==> src/rtl/sync_event_pkg.sv <==
// Shared types and defaults for the synchronized-level glitch filter.
package sync_event_pkg;

    typedef enum logic [1:0] {
        STABLE_LO,
        QUAL_HI,
        STABLE_HI,
        QUAL_LO
    } filt_state_e;

    localparam int unsigned DEF_STABLE_CYCLES = 3;
    localparam int unsigned DEF_CNT_W         = 8;
    localparam int unsigned STAB_CNT_W        = 8;

endpackage

==> src/rtl/sync_stability_counter.sv <==
// Counts consecutive samples at a candidate level; flags when the next sample qualifies it.
module sync_stability_counter
    import sync_event_pkg::*;
#(
    parameter int unsigned STABLE_CYCLES = DEF_STABLE_CYCLES
) (
    input  logic clk,
    input  logic rst_n,
    input  logic load,
    input  logic inc,
    input  logic clr,
    output logic at_term
);

    localparam logic [STAB_CNT_W:0] TERM = (STAB_CNT_W + 1)'(STABLE_CYCLES);
    localparam logic [STAB_CNT_W:0] ONE  = (STAB_CNT_W + 1)'(1);

    logic [STAB_CNT_W-1:0] cnt;

    // Looks one sample ahead so the FSM accepts on the sample that reaches the threshold.
    assign at_term = ({1'b0, cnt} + ONE) >= TERM;

    always_ff @(posedge clk or negedge rst_n) begin
        if (!rst_n) begin
            cnt <= '0;
        end else if (clr) begin
            cnt <= '0;
        end else if (load) begin
            cnt <= STAB_CNT_W'(1);
        end else if (inc) begin
            cnt <= cnt + STAB_CNT_W'(1);
        end
    end

endmodule

==> src/rtl/sync_event_filter.sv <==
// Glitch filter on a synchronized level with a valid/ready report of accepted transitions.
module sync_event_filter
    import sync_event_pkg::*;
#(
    parameter int unsigned STABLE_CYCLES = DEF_STABLE_CYCLES,
    parameter int unsigned CNT_W         = DEF_CNT_W
) (
    input  logic             clk,
    input  logic             rst_n,
    input  logic             sync_in,
    input  logic             clr,
    output logic             filt_out,
    output logic             glitch,
    output logic             evt_valid,
    input  logic             evt_ready,
    output logic [CNT_W-1:0] evt_count,
    output logic             evt_level,
    output logic             overflow
);

    localparam bit DIRECT = (STABLE_CYCLES == 1);

    filt_state_e      state;
    logic             at_term;
    logic             cnt_load, cnt_inc, cnt_clr;
    logic             accept, reject;
    logic             handshake;
    logic [CNT_W-1:0] pending_nxt;
    logic             overflow_nxt;

    sync_stability_counter #(
        .STABLE_CYCLES(STABLE_CYCLES)
    ) u_stab_cnt (
        .clk    (clk),
        .rst_n  (rst_n),
        .load   (cnt_load),
        .inc    (cnt_inc),
        .clr    (cnt_clr),
        .at_term(at_term)
    );

    always_comb begin
        accept   = 1'b0;
        reject   = 1'b0;
        cnt_load = 1'b0;
        cnt_inc  = 1'b0;
        cnt_clr  = 1'b0;
        case (state)
            STABLE_LO, STABLE_HI: begin
                if (sync_in != filt_out) begin
                    if (DIRECT) accept   = 1'b1;
                    else        cnt_load = 1'b1;
                end
            end
            QUAL_HI, QUAL_LO: begin
                if (sync_in != filt_out) begin
                    accept  = at_term;
                    cnt_inc = !at_term;
                    cnt_clr = at_term;
                end else begin
                    reject  = 1'b1;
                    cnt_clr = 1'b1;
                end
            end
            default: ;
        endcase
    end

    always_ff @(posedge clk or negedge rst_n) begin
        if (!rst_n) begin
            state    <= STABLE_LO;
            filt_out <= 1'b0;
            glitch   <= 1'b0;
        end else begin
            glitch <= reject;
            if (accept) begin
                filt_out <= sync_in;
                state    <= sync_in ? STABLE_HI : STABLE_LO;
            end else if (reject) begin
                state    <= filt_out ? STABLE_HI : STABLE_LO;
            end else if (cnt_load) begin
                state    <= sync_in ? QUAL_HI : QUAL_LO;
            end
        end
    end

    assign handshake = evt_valid && evt_ready;

    // clr outranks a handshake; an event in the same cycle as either restarts the count at 1.
    always_comb begin
        pending_nxt  = evt_count;
        overflow_nxt = overflow;
        if (clr) begin
            pending_nxt  = {{(CNT_W-1){1'b0}}, accept};
            overflow_nxt = 1'b0;
        end else if (handshake) begin
            pending_nxt  = {{(CNT_W-1){1'b0}}, accept};
        end else if (accept) begin
            if (evt_count == '1) overflow_nxt = 1'b1;
            else                 pending_nxt  = evt_count + CNT_W'(1);
        end
    end

    always_ff @(posedge clk or negedge rst_n) begin
        if (!rst_n) begin
            evt_count <= '0;
            evt_valid <= 1'b0;
            evt_level <= 1'b0;
            overflow  <= 1'b0;
        end else begin
            evt_count <= pending_nxt;
            evt_valid <= |pending_nxt;
            overflow  <= overflow_nxt;
            if (accept) evt_level <= sync_in;
        end
    end

endmodule

==> config.mk <==
export PLATFORM = sky130hd
export DESIGN_NAME = sync_event_filter
export DESIGN_NICKNAME = d
export VERILOG_FILES = /design/src/rtl/sync_event_pkg.sv /design/src/rtl/sync_stability_counter.sv /design/src/rtl/sync_event_filter.sv
export SDC_FILE = /design/constraint.sdc
export NUM_CORES = 1
export LEC_CHECK = 0
export ABC_AREA = 1
export CAP_MARGIN = 20
export CORE_MARGIN = 1
export CORE_UTILIZATION = 30
export CTS_CLUSTER_SIZE = 24
export DETAILED_ROUTE_END_ITERATION = 8
export GPL_ROUTABILITY_DRIVEN = 0
export PLACE_DENSITY_LB_ADDON = 0.2
export SLEW_MARGIN = 40
export SYNTH_ARGS = -nofsm -noshare
export SYNTH_HDL_FRONTEND = slang
export SYNTH_HIERARCHICAL = 1
export SYNTH_SLANG_ARGS = --single-unit
==> constraint.sdc <==
create_clock -name clk -period 5.3 [get_ports clk]
set_clock_uncertainty 0.2 [all_clocks]
set_input_delay 0.795 -clock clk [delete_from_list [all_inputs] [get_ports clk]]
set_output_delay 0.795 -clock clk [all_outputs]
set_load 0.01 [all_outputs]
Routing congestion map:
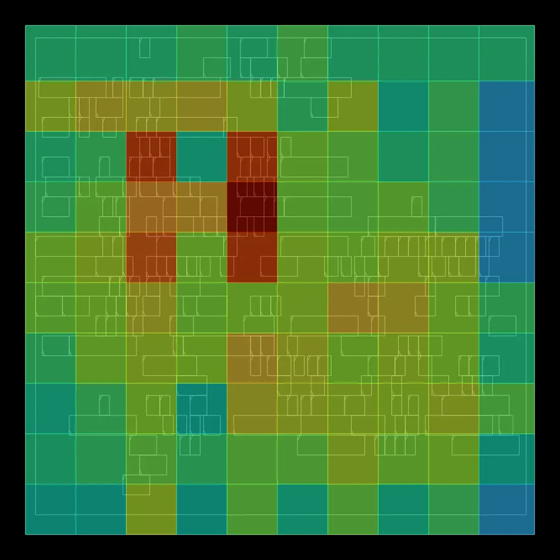
GR Util met3: 0.0349
drt wl/cell: 10.8 um
Util after Layout: 0.373

==> job_summary.md <==
## Synthesis and layout report

| Metric | Value |
|---|---|
| Yosys synthesis chip area | `roughly 1400 um^2` |
| Fill count | `roughly 470` |
| Fin crit period | `approximately 2700 ps` |
| Slew @ Worst Pin | `781 ps` |
| Post-route insts no fill | `262` |
| Clock tree buffer depth | `2` |
| Chip Footprint | `around 4900 um^2` |
| Seq/Total Area, Yosys | `0.382` |
| Ys cells | `between 150 and 200` |
| Pin count of the biggest net entering global routing | `22` |
| GR Util All Layers | `0.132` |
| GR peak layer | `met2` |
| Mean Syn Cell Area | `about 7.2 um^2` |
| Fp util | `0.314` |
| Static Leakage | `approximately 0.84 nW` |
| NetSw | `0.228 mW` |
| Root Driver | `clkbuf_8` |
| Clock latency on the worst-skew pair | `about 270 ps` |
| Status | `completed` |
| Placed cell count | `258` |
| Initial antenna violation count | `0` |
| Core Region | `4380 um^2` |
| WL final | `around 2800 um` |
| H-tree depth | `1` |
| Setup CP Type | `reg -> reg` |
| CTS Hold Bufs | `0` |
| Post-detailed-route via-to-cell ratio | `between 4 and 5` |
Cell sizes after repair:
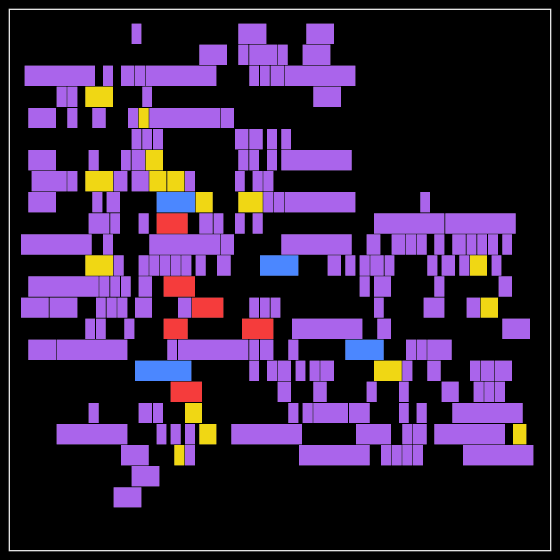
Key: red = _3 and _4 cells [cells 6, share 2.9%]; blue = _6 and larger [cells 4, share 1.9%]; purple = _0 and _1 cells [cells 184, share 88%]; yellow = _2 cells [cells 16, share 7.6%]
Area growth, synth to finish: 18.9%
fin area: 1640 um^2
Non-CTS buffers: 17
Final WS setup: 2590 ps

## layout by cell type (no fill, tap or decap)
cell type	instances
o21ai_0	8
inv_2	2
clkbuf_1	1
clkinv_4	1
clkdlybuf4s50_1	16
nand2_4	3
nand3_2	4
clkbuf_8	3
nor3_1	1
xor2_1	1
nor2_1	17
nor2_2	3
nand3_1	19
inv_1	30
o21ai_2	1
nand2_1	55
nand4_1	4
o21ai_1	2
o21bai_1	3
dfrtp_1	21
ha_1	3
nand2_2	5
nor2_8	1
nor2_4	2
o22ai_1	1
a21oi_1	2
buf_2	1
## routing by layer
layer	part of all wire	wire [um]
met2	0.45	1270
met5	0	0
met3	0.033	93
met4	0.0064	18
met1	0.51	1430
## flip-flops by register name (all words and copies together), names as in the netlist
signal / cells
evt_count: 8
evt_level: 1
evt_valid: 1
glitch: 1
overflow: 1
state: 1
u_stab_cnt/cnt: 8
## critical path, stage by stage (launching register included)
cell      delay [ps]
dfrtp_1          440
ha_1             270
nand2_1          120
o21bai_1         160
nand2_1           80
nor2_1           130
nand3_1          160
nand2_4          160
clkinv_4          70
nand2_4          120
nand2_1           90
nor2_1           170
nand2_1          120
inv_1            160
nand3_1          100
o21ai_0           80
## area by class of cell
class | count | area, um^2 | share of cell area
tap | 52 | 65.1 | 0.0398
timing repair buffer | 17 | 165 | 0.101
sequential | 21 | 526 | 0.321
inverter | 33 | 129 | 0.0788
multi-input combinational | 135 | 706 | 0.432
clock buffer | 4 | 45.0 | 0.0275
## kinds of logic after synthesis
kind of cell / after synthesis / share of synthesized area
AND/OR/NAND/NOR: 114 / 0.409
buffers and inverters: 35 / 0.105
flip-flops: 21 / 0.382
AND-OR/OR-AND: 17 / 0.0710
adder cells (fa/ha/maj): 3 / 0.0273
XOR/XNOR: 1 / 0.00637
## power groups by stage
stage	sequential, mW	combinational, mW	clock, mW
final	0.209	0.239	0.108
after global routing	0.213	0.270	0.120
after CTS	0.209	0.242	0.115
after detailed placement	0.212	0.242	0
after global placement	0.212	0.241	0
after floorplan	0.215	0.168	0
## worst paths after layout
check                                         end  slack [ps]  cells past startpoint
worst max-delay path            u_stab_cnt/cnt[7]        2590                     15
worst min-delay path            u_stab_cnt/cnt[0]         280                      1
worst max register to register  u_stab_cnt/cnt[7]        2590                     15
worst min register to register           overflow         330                      2
max in group asynchronous                overflow        4280                      1
min in group clk                         overflow         330                      2
## through the flow
| stage | utilization | power, mW |
|---|---|---|
| 5_1_grt | 0.373 | 0.603 |
| 2_1_floorplan | - | 0.382 |
| 3_3_place_gp | 0.364 | 0.453 |
| 3_5_place_dp | 0.363 | 0.454 |
| 4_1_cts | 0.373 | 0.566 |
| 6_report | 0.373 | 0.556 |
No activity file was given, so power comes from the tool's default toggle rates.
